==> config.mk <==
export PLATFORM = sky130hd
export DESIGN_NAME = decode_stall_buffer
export DESIGN_NICKNAME = d
export VERILOG_FILES = /design/src/rtl/decode_stall_buffer.sv
export SDC_FILE = /design/constraint.sdc
export NUM_CORES = 1
export LEC_CHECK = 0
export CAP_MARGIN = 20
export CORE_MARGIN = 2
export CORE_UTILIZATION = 35
export CTS_BUF_LIST = sky130_fd_sc_hd__clkbuf_2 sky130_fd_sc_hd__clkbuf_4 sky130_fd_sc_hd__clkbuf_8
export DETAILED_ROUTE_END_ITERATION = 10
export SLEW_MARGIN = 20
export SYNTH_ARGS = -nofsm -noshare
export SYNTH_HDL_FRONTEND = slang
export SYNTH_SLANG_ARGS = --single-unit
==> constraint.sdc <==
create_clock -name clk -period 4 [get_ports clk]
set_input_delay 1 -clock clk [delete_from_list [all_inputs] [get_ports clk]]
set_output_delay 1 -clock clk [all_outputs]
set_load 0.01 [all_outputs]
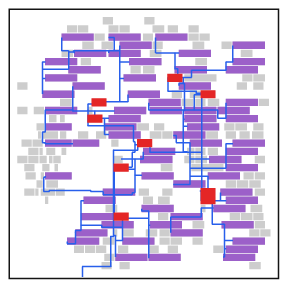
Run 1: routed clock nets over the placement
Drawn at 3 px/um.
[clock wires] blue | length: 760 um
[flip-flops] purple | count: 68
[cells driving clock nets] red | count: 9
routed clock nets: 10
power share of the clock group: 0.370
worst skew pair latency: 320 ps
clock skew: 4.97 ps
clk pwr: 0.594 mW

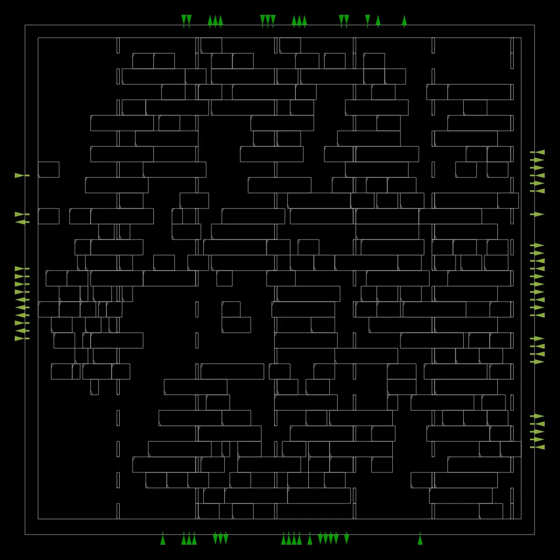
Run 1: cell placement
sequential cell count: 68
fill count: 613

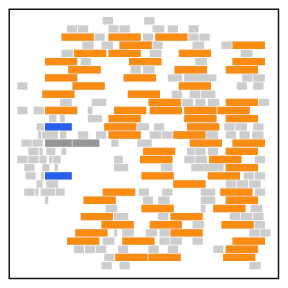
Run 1: sequential cells grouped by signal name
Drawn at 3 px/um.
| signal | colour | flops |
|---|---|---|
| `occupancy` | blue | 2 |
| `mem` | orange | 64 |
Seq/total area: 0.563
sequential power: 0.825 mW
Final Util: 0.503

==> reports/metrics.yaml, run 1 <==
logic_synthesis:
  yosysSeqAreaShare: 0.794
  synth_chip_area_mm2: 0.00254
  ys_sh_mux: 0.147
  yosysWarnings: 0
  fa_ha_area_frac: 0
  synthTopCellsByArea: "edfxtp_1 76%, mux2_2 14%, dfrtp_1 3.9%, buf_4 0.88%, nor2_1 0.74%"
  top_logic_kind: "multiplexers"
  ys_cells: 124
  synth_cells: 124
  ys_sh_simple: 0.0236
  syn-num-nets: 161
  top_area_frac: 0.755
  synth_dominant_cell_count: "edfxtp_1"
  common_cells: "64 x edfxtp_1, 32 x mux2_2, 5 x nor2_1"
  synth.avg_cell_area_um2: 20.5
  yosys.area_share.xor_xnor: 0.00344
  netlist_area_mm2: 0.00254
  synth_top_cell_by_area: "edfxtp_1"
  yosys_most_used_dff: "edfxtp_1"
  synthDistinctLibCells: 19
  async_flop_share: 0.0588
power:
  power_leader: "registers"
  netSwitchingFraction: 0.206
  leakage_nw: 1.22
  comb_power_share: 0.116
  power_density_mw_per_mm2: 447
  switching_power_mw: 0.331
  p_seq_frac: 0.514
  pg_comb_mw: 0.187
  vdd_drop_max_mv: 0.161
  total_power_mw: 1.61
status:
  status: "finished, final reports clean"
final_timing:
  timing.final.crit_share: 0.831
  period_minus_slack_ps: 3320
  slew_headroom: 0.370
  fin_hold_ws_ps: 642
  hold_viol: 0
  drv_slew: 0
  setup_viol_count_final: 0
  tns_ps: 0
  rsz0062_at_grt: "no"
  fin_ws_ps: 676
  worst_pin_slew_ps: 943
  max_freq_ghz: 0.301
detailed_routing:
  via_count: 1398
  dr_wl_met2_um: 2500
  drtIter0Drc: 39
  drc: 0
  first_pass_iters: 4
  ant_nets: 0
  dr_wl_met3_um: 339
  routed_wl_um: 4720
  drt-met1-wl_um: 1810
  wl_per_cell_um: 15.3
  viasPerCell: 4.52
  top_layer: "met4"
final_layout:
  nClkBuffers: 9
  mostFrequentLayoutCell: "clkdlybuf4s50_1"
  comb_area_frac: 0.137
  area_share_nonclk_buffers: 0.205
  final_cells: 309
  area_growth_pct: 41.2
  diodes: 0
  buffers: 74
  num-multi-input-gates: 51
  clkCellAreaFrac: 0.0596
  layout_top_cells: "72 x clkdlybuf4s50_1, 64 x edfxtp_1, 32 x mux2_2, 9 x clkbuf_8"
  stdcell_area_mm2: 0.00359
  drive_above_1_share: 0.252
  nNonClkInverters: 1
  largest_register_ffs: 64
  flop_area_mm2: 0.00202
  nets: 242
  layout.area.comb_um2: 493
  largest_class: "sequential cells"
critical_path:
  reg2reg_slack_ps: 2070
  slowest_delay_ps: 580
  crit_type: "in2out"
  crit_path_frequent_cell: "clkdlybuf4s50_1"
  worst-path-stages: 3
  path_max_fanout: 5
  crit_buf_inv: 2
  reg2regPathDepth: 3
  endpoint_kind: "output port"
  slowest_stage: "clkdlybuf4s50_1"
  worst_ep_arrival_time_ps: 2320
  worstPathCellList: "clkdlybuf4s50_1 -> nor2_1 -> clkdlybuf4s50_1"
  critical-path-top-delay-family: "buffers and inverters"
placed_design:
  gp_congestion: 0.716
  dp.cells: 293
  dp_worst_setup_slack_ps: 688
  placed_area_mm2: 0.00338
  portBuffers: 72
floorplan:
  chipArea_mm2: 0.00797
  die_h_um: 89.3
  core_mm2: 0.00714
  ios: 73
  fp.dieW_um: 89.3
  core.rowCount: 31
global_routing:
  busiest_layer: "met2"
  grt_overflow: 0
  grt_use_total: 0.126
  grt_pass1_vias: 1497
  grt_util_met1: 0.136
  grt_antenna_before_repair: 0
  grt_use_met2: 0.217
  gr-usage-met3: 0.0416
  grt_pass1_wl_um: 7180
job:
  max_cap_violations: 0
  tool_warnings: 26
clocking:
  cts_buffers: 9
  clock-sinks: 68
  cts_tree: "yes"
  clockBufferDepth: 2
  htreeDepth: 3
  cts.clk_slew.worst_paths_ps: 70
worst_hold_path:
  hp-class: "reg2reg"
==> run 2, diff against run 1 <==
clock period = 3.1 ns   (was 4 ns; I/O delays follow)
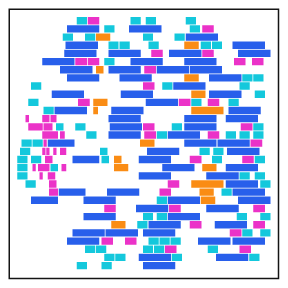
Run 2: cells coloured by class
Drawn at 3 px/um.
| class | colour | cells | share of their area |
|---|---|---|---|
| all other logic | magenta | 52 | 14% |
| other buffers and delay cells | cyan | 76 | 21% |
| flip-flops | blue | 68 | 58% |
| clock drivers and dummy loads | orange | 16 | 6.6% |
Finished Cell Area: 0.00362 mm^2
Seq/total area: 0.558
Final Util: 0.508
Core Box Area: 0.00714 mm^2
# rows: 31

==> reports/metrics.yaml, run 2 <==
detailed_routing:
  drtIter0Drc: 21  # -46%
  wl_per_cell_um: 15.3  # +0.39%
  first_pass_iters: 4  # unchanged
  routed_wl_um: 4770  # +1.0%
  viasPerCell: 4.40  # -2.8%
  ant_nets: 0  # unchanged
  drc: 0  # unchanged
  dr_wl_met3_um: 371  # +9.4%
  drt-met1-wl_um: 1930  # +6.6%
  top_layer: "met4"
  via_count: 1367  # -2.2%
  dr_wl_met2_um: 2390  # -4.3%
logic_synthesis:
  syn-num-nets: 161  # unchanged
  top_area_frac: 0.755  # unchanged
  fa_ha_area_frac: 0  # unchanged
  yosysWarnings: 0  # unchanged
  synth.avg_cell_area_um2: 20.5  # unchanged
  async_flop_share: 0.0588  # unchanged
  common_cells: "64 x edfxtp_1, 32 x mux2_2, 5 x nor2_1"
  yosys.area_share.xor_xnor: 0.00344  # unchanged
  synthTopCellsByArea: "edfxtp_1 76%, mux2_2 14%, dfrtp_1 3.9%, buf_4 0.88%, nor2_1 0.74%"
  synth_dominant_cell_count: "edfxtp_1"
  top_logic_kind: "multiplexers"
  yosys_most_used_dff: "edfxtp_1"
  synthDistinctLibCells: 19  # unchanged
  synth-edff-count: 64
  ys_sh_mux: 0.147  # unchanged
  yosysSeqAreaShare: 0.794  # unchanged
  synth_top_cell_by_area: "edfxtp_1"
  ys_cells: 124  # unchanged
  ys_sh_simple: 0.0236  # unchanged
  netlist_area_mm2: 0.00254  # unchanged
  synth_chip_area_mm2: 0.00254  # unchanged
  synth_cells: 124  # unchanged
final_timing:
  fin_hold_ws_ps: 623  # -18.5 ps
  tns_ps: 0  # unchanged
  timing.final.crit_share: 0.932
  slew_headroom: 0.696  # +0.326
  period_minus_slack_ps: 2890
  drv_slew: 0  # unchanged
  rsz0062_at_grt: "no"
  max_freq_ghz: 0.346
  finClkSkew_ps: 8.24  # +3.26 ps
  fin_ws_ps: 212  # -464 ps
  setup_viol_count_final: 0  # unchanged
  worst_pin_slew_ps: 456  # -486 ps
  hold_viol: 0  # unchanged
power:
  netSwitchingFraction: 0.199  # -0.00773
  pg_comb_mw: 0.249  # +33%
  power_leader: "registers"
  pwr-share-clk: 0.384  # +0.014
  p_seq_mw: 1.06  # +28%
  vdd_drop_max_mv: 0.183  # +14%
  comb_power_share: 0.117  # about the same
  leakage_nw: 1.24  # +1.6%
  p_seq_frac: 0.499  # -0.015
  power_density_mw_per_mm2: 586  # +31%
  clock_net_power_mw: 0.815  # +37%
  total_power_mw: 2.12  # +32%
  switching_power_mw: 0.422  # +27%
critical_path:
  reg2reg_slack_ps: 1430  # -640 ps
  path_max_fanout: 5  # unchanged
  worstPathCellList: "clkdlybuf4s50_1 -> nor2_1 -> clkdlybuf4s50_1"
  slowest_stage: "clkdlybuf4s50_1"
  critical-path-top-delay-family: "buffers and inverters"
  slowest_delay_ps: 580  # about the same
  worst-path-stages: 3  # unchanged
  endpoint_kind: "output port"
  worst_ep_arrival_time_ps: 2110  # -210 ps
  reg2regPathDepth: 4  # +1
  crit_path_frequent_cell: "clkdlybuf4s50_1"
  crit_buf_inv: 2  # unchanged
  cp.required_ps: 2320
  crit_type: "in2out"
placed_design:
  dp.cells: 295  # +0.68%
  gp_congestion: 0.681  # -4.9%
  dp_worst_setup_slack_ps: 243  # -444 ps
  placed_area_mm2: 0.00339  # +0.44%
  portBuffers: 72  # unchanged
floorplan:
  fp.dieW_um: 89.3  # unchanged
  fp_util: 0.357
  chipArea_mm2: 0.00797  # unchanged
  die_h_um: 89.3  # unchanged
  ios: 73  # unchanged
final_layout:
  area_growth_pct: 42.4
  nClkBuffers: 12  # +3
  ff_count: 68  # unchanged
  mostFrequentLayoutCell: "clkdlybuf4s50_1"
  layout.area.comb_um2: 493  # unchanged
  diodes: 0  # unchanged
  largest_class: "sequential cells"
  buffers: 76  # +2.7%
  drive_above_1_share: 0.264  # +0.0118
  layout_top_cells: "72 x clkdlybuf4s50_1, 64 x edfxtp_1, 32 x mux2_2, 11 x clkbuf_8"
  clkCellAreaFrac: 0.0639  # +0.00430
  comb_area_frac: 0.136  # -0.00123
  nNonClkInverters: 1  # unchanged
  nets: 244  # +0.83%
  largest_register_ffs: 64  # unchanged
  flop_area_mm2: 0.00202  # unchanged
  area_share_nonclk_buffers: 0.207  # +0.00230
  num-multi-input-gates: 51  # unchanged
global_routing:
  grt_pass1_vias: 1485  # -0.80%
  gr-usage-met3: 0.0443  # +0.00277
  grt_overflow: 0  # unchanged
  grt_pass1_wl_um: 7050  # -1.7%
  grt_util_met1: 0.146  # +0.00968
  grt_antenna_before_repair: 0  # unchanged
  grt_use_met2: 0.197  # -0.0202
  grt_use_total: 0.125  # -0.00152
  busiest_layer: "met2"
clocking:
  postCtsSetupBuffers: 0
  cts_tree: "yes"
  clockBufferDepth: 2  # unchanged
  cts_buffers: 9  # unchanged
  clock-sinks: 68  # unchanged
  ctsResizeCount: 0
  clkLatencyLatePin_ps: 330  # about the same
  htreeDepth: 3  # unchanged
  cts.clk_slew.worst_paths_ps: 70  # about the same
job:
  tool_warnings: 26  # unchanged
  max_cap_violations: 0  # unchanged
worst_hold_path:
  hp-class: "reg2reg"
status:
  status: "finished, final reports clean"
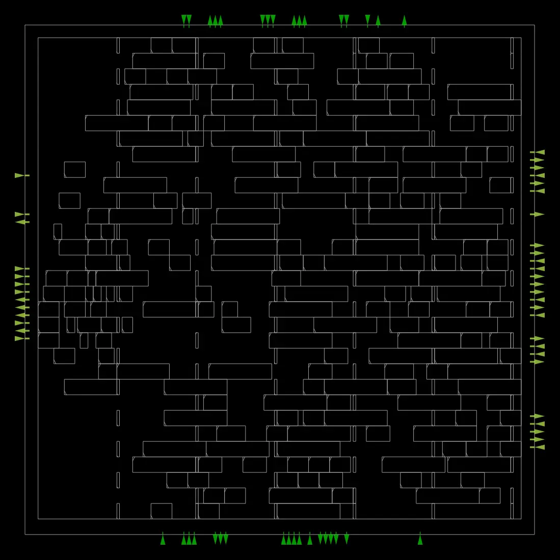
Run 2: cell placement
Final Non-Filler Cells: 311
Tap Cells: 99
fill count: 593

Power figures rest on the tool's default switching activity, not on a simulated workload.
